<file path="src/rtl/rx_cdr_pkg.sv">
// Shared Rx clock-recovery definitions: loop FSM states, width helpers and the
// saturation function used by the phase detector and the loop filter.
package rx_cdr_pkg;

  typedef enum logic [1:0] {IDLE, SETTLE, TRACK} cdr_state_t;

  function automatic int err_width(input int adc_bit);
    return adc_bit + 1;
  endfunction

  function automatic int acc_width(input int adc_bit, input int dec_log2);
    return adc_bit + 1 + dec_log2;
  endfunction

  // Clamp v into the signed range of a w-bit two's complement value.
  function automatic int saturate(input int v, input int w);
    int hi;
    int lo;
    hi = (1 << (w - 1)) - 1;
    lo = -(1 << (w - 1));
    if (v > hi) return hi;
    if (v < lo) return lo;
    return v;
  endfunction

endpackage

</file>
<file path="src/rtl/mmpd_err.sv">
// Mueller-Muller error e[n] = d[n-1]*x[n] - d[n]*x[n-1], built from conditional
// negates; purely combinational.
module mmpd_err #(
  parameter int ADC_BIT = 8
) (
  input  logic signed [ADC_BIT-1:0] x,
  input  logic signed [ADC_BIT-1:0] x_prev,
  output logic signed [ADC_BIT:0]   err
);

  localparam int W = ADC_BIT + 2;

  logic signed [W-1:0] xs;
  logic signed [W-1:0] ps;
  logic signed [W-1:0] t1;
  logic signed [W-1:0] t2;
  logic signed [W-1:0] diff;

  // A set sign bit means the decision is -1, so that term is negated.
  always_comb begin
    xs   = W'(x);
    ps   = W'(x_prev);
    t1   = x_prev[ADC_BIT-1] ? -xs : xs;
    t2   = x[ADC_BIT-1] ? -ps : ps;
    diff = t1 - t2;
    err  = diff[ADC_BIT:0];
  end

endmodule

</file>
<file path="src/rtl/mm_phase_detector.sv">
// MM timing-error detector with block-average decimation and IDLE/SETTLE/TRACK start-up.
// MMPD_BANG_BANG_EN: when defined, each block outputs only the sign of its error sum.
module mm_phase_detector
  import rx_cdr_pkg::*;
#(
  parameter int ADC_BIT    = 8,
  parameter int DEC_LOG2   = 2,
  parameter int SETTLE_CYC = 64
) (
  input  logic               clk,
  input  logic               rst,
  input  logic               en,
  input  logic               in_valid,
  input  logic [ADC_BIT-1:0] in,
  output logic [ADC_BIT-1:0] out,
  output logic               out_valid,
  output logic               filter_en
);

  localparam int ERR_W    = err_width(ADC_BIT);
  localparam int ACC_W    = acc_width(ADC_BIT, DEC_LOG2);
  localparam int SCNT_W   = $clog2(SETTLE_CYC + 1);
  localparam int BCNT_W   = DEC_LOG2 + 1;
  localparam int BLK_LAST = (1 << DEC_LOG2) - 1;

  cdr_state_t               state;
  logic signed [ACC_W-1:0]  acc;
  logic signed [ACC_W-1:0]  sum;
  logic [SCNT_W-1:0]        settle_cnt;
  logic [BCNT_W-1:0]        blk_cnt;
  logic [ADC_BIT-1:0]       x_prev;
  logic                     hist_vld;
  logic signed [ERR_W-1:0]  err;
  logic [ADC_BIT-1:0]       result;

  mmpd_err #(.ADC_BIT(ADC_BIT)) u_err (
    .x      (in),
    .x_prev (x_prev),
    .err    (err)
  );

  assign sum = acc + ACC_W'(err);

`ifdef MMPD_BANG_BANG_EN
  always_comb begin
    result = '0;
    if (sum > 0)
      result = ADC_BIT'(1);
    else if (sum < 0)
      result = '1;
  end
`else
  logic signed [ACC_W-1:0] shifted;
  assign shifted = sum >>> DEC_LOG2;
  assign result  = ADC_BIT'(saturate(int'(shifted), ADC_BIT));
`endif

  always_ff @(posedge clk or posedge rst) begin
    if (rst) begin
      state      <= IDLE;
      out        <= '0;
      out_valid  <= 1'b0;
      filter_en  <= 1'b0;
      acc        <= '0;
      settle_cnt <= '0;
      blk_cnt    <= '0;
      x_prev     <= '0;
      hist_vld   <= 1'b0;
    end else begin
      out_valid <= 1'b0;
      if (!en) begin
        // Any partial block is dropped; out holds its last value.
        state      <= IDLE;
        filter_en  <= 1'b0;
        acc        <= '0;
        settle_cnt <= '0;
        blk_cnt    <= '0;
        hist_vld   <= 1'b0;
      end else begin
        case (state)
          IDLE: state <= SETTLE;
          SETTLE: begin
            if (in_valid) begin
              x_prev   <= in;
              hist_vld <= 1'b1;
              if (settle_cnt == SCNT_W'(SETTLE_CYC - 1)) begin
                state      <= TRACK;
                filter_en  <= 1'b1;
                settle_cnt <= '0;
              end else begin
                settle_cnt <= settle_cnt + 1'b1;
              end
            end
          end
          TRACK: begin
            if (in_valid && hist_vld) begin
              x_prev <= in;
              if (blk_cnt == BCNT_W'(BLK_LAST)) begin
                out       <= result;
                out_valid <= 1'b1;
                acc       <= '0;
                blk_cnt   <= '0;
              end else begin
                acc     <= sum;
                blk_cnt <= blk_cnt + 1'b1;
              end
            end
          end
          default: state <= IDLE;
        endcase
      end
    end
  end

endmodule

</file>
<file path="config.mk">
export PLATFORM = sky130hd
export DESIGN_NAME = mm_phase_detector
export DESIGN_NICKNAME = d
export VERILOG_FILES = /design/src/rtl/rx_cdr_pkg.sv /design/src/rtl/mmpd_err.sv /design/src/rtl/mm_phase_detector.sv
export SDC_FILE = /design/constraint.sdc
export NUM_CORES = 1
export LEC_CHECK = 0
export ABC_CLOCK_PERIOD_IN_PS = 4650
export CORE_MARGIN = 10
export CORE_UTILIZATION = 45
export CTS_CLUSTER_SIZE = 14
export DETAILED_ROUTE_END_ITERATION = 16
export SYNTH_ARGS = -nofsm -noshare
export SYNTH_HDL_FRONTEND = slang
export SYNTH_SLANG_ARGS = --single-unit
</file>
<file path="constraint.sdc">
create_clock -name clk -period 4.65 [get_ports clk]
set_input_delay 1.395 -clock clk [delete_from_list [all_inputs] [get_ports clk]]
set_output_delay 1.395 -clock clk [all_outputs]
set_load 0.005 [all_outputs]
</file>
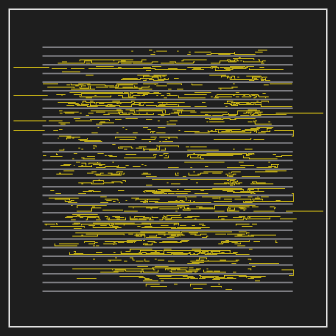
(the metal 1 layer)
Supply wires on this layer in gray.
392 nets have wire on it. The longest straight run is 31.7 um. The layer holds 47% of the routed length. The wires run mostly horizontal. The layer carries 3020 um of wire.
Global Route met1 Usage: 17.9%
final wirelength: 6.48 mm
routed via count: 2387

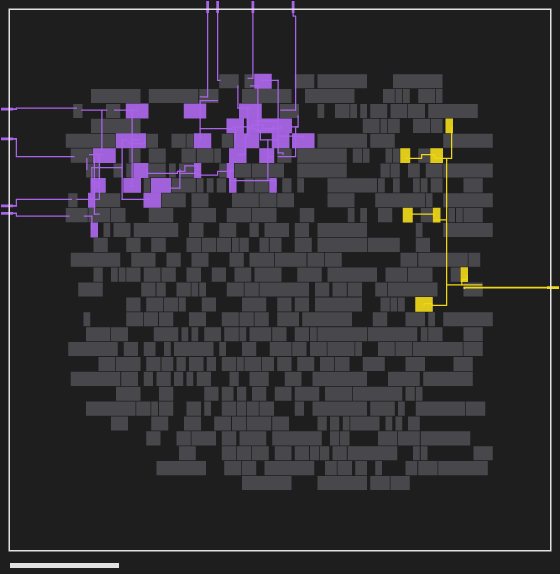
(I/O nets highlighted)
Scale bar: 20 um.
Purple marks in, bits 8, direction input, end cells 27, buffers 13, wire 365 um. Yellow marks en, bits 1, direction input, end cells 8, buffers 1, wire 78.1 um.
input/output buffers: 21
# IOs: 22

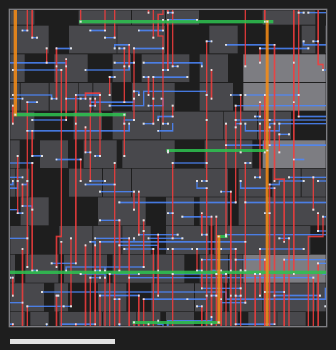
(layout detail)
Scale bar: 10 um. Region (34, 34) to (64, 64) um. Cells in gray, sequential cells in the stronger gray; small squares are vias.
Red marks M2. Orange marks M4. Green marks M3. Blue marks M1.
Most frequent: buf_4 (23), ha_1 (6), xor2_1 (5). Netlist names of flops here include acc (2). 78 logic cells have their middle in the window. Sequential cells in the window: 4.

==> results_slide.txt <==
Flow Results at a Glance

CTS
  – H-tree depth: 2
  – Clk sink count: 42
  – CTS Root Cell: clkbuf_8
  – # Post-CTS Setup Buffers: 8
  – # resized after CTS: 37
  – # hold bufs at CTS: 0
  – Latency at later pin: 0.30 ns
  – CTS tree: built
  – Clock Path Buffers: 2

GRT
  – GRT Total Usage: 13.3%
  – First-pass GRT wire length: 10.9 mm
  – GR peak layer: met2

Finish
  – Most numerous logic cell after layout: buf_4
  – Top cells excl fill/tap: 62 x buf_4, 42 x dfrtp_1, 31 x nand2_1
  – Fill cells: 508
  – Comb_multi_in: 227
  – Flop count: 42
  – Clock-cell share of area: 2.49%
  – Non-CTS inverters: 18
  – Design Area, Final: 0.00382 sq mm
  – ANT cells: 0
  – Top reg by flops: acc
  – Max reg flops: 11
  – Top Registers: acc: 11 flops, out: 8 flops, x_prev: 8 flops
  – Flop area: 0.00105 sq mm

Logic synthesis
  – Dominant Register Cell: dfrtp_1
  – Area share, top type: 37.7%
  – Cell area after synthesis: 0.00279 sq mm
  – MUX area fraction: 2.78%
  – Post-synth EDFFs: 0
  – Syn Area/Cell: 9.48 sq um
  – Async SR Flop Fraction: 100%

Power
  – Seq pwr share: 23.3%
  – PwrDens: 450 mW/mm^2
  – Cell-internal power: 0.00107 W
  – PnR Total Power: 0.00172 W

Final timing
  – Finish-stage setup viols: 8
  – RSZ-0062 raised after global routing: yes
  – Final setup margin: -0.181 ns
  – Endpoints failing hold: 0
  – Slew of the pin with the lowest slew margin: 0.943 ns
  – Fin Clk Skew: 0.00342 ns
  – Slew Limit Headroom: 36.9%

Status
  – Violated checks: setup timing
  – Status: finished, violations left

Die
  – Floorplan utilization: 46.8%

Setup path
  – CP Cell Sequence: buf_6 > or4_4 > o21ai_2 > xnor2_1 > ha_1 > a21oi_2 > o21ai_2 > o31ai_2 > xor2_2 > ha_4 > and3_4 > nand3_2 > a21oi_2 > a211o_1 > xnor2_4 > o21ai_1 > or3_1
  – Startpoint types: input pin
  – Reg-to-reg startpoint: x_prev[0]$_DFFE_PP0P_
  – CP arrival: 5.02 ns
  – R2R Path End: out[2]$_DFFE_PP0P_
  – Bufs and invs on worst path: 1
  – Reg-to-reg slack, setup: 0.63 ns

Hold path
  – Min-Delay Path Class: register to register

Placement
  – Final HPWL DP: 4.83 mm
  – DP Worst Slack: -0.934 ns
  – GP Congestion: 0.862

Routing
  – Routed met3 length: 232 um
  – Wire length on met2: 3.14 mm

Job
  – Tool warnings: 29
Power and IR drop assume default switching activity.
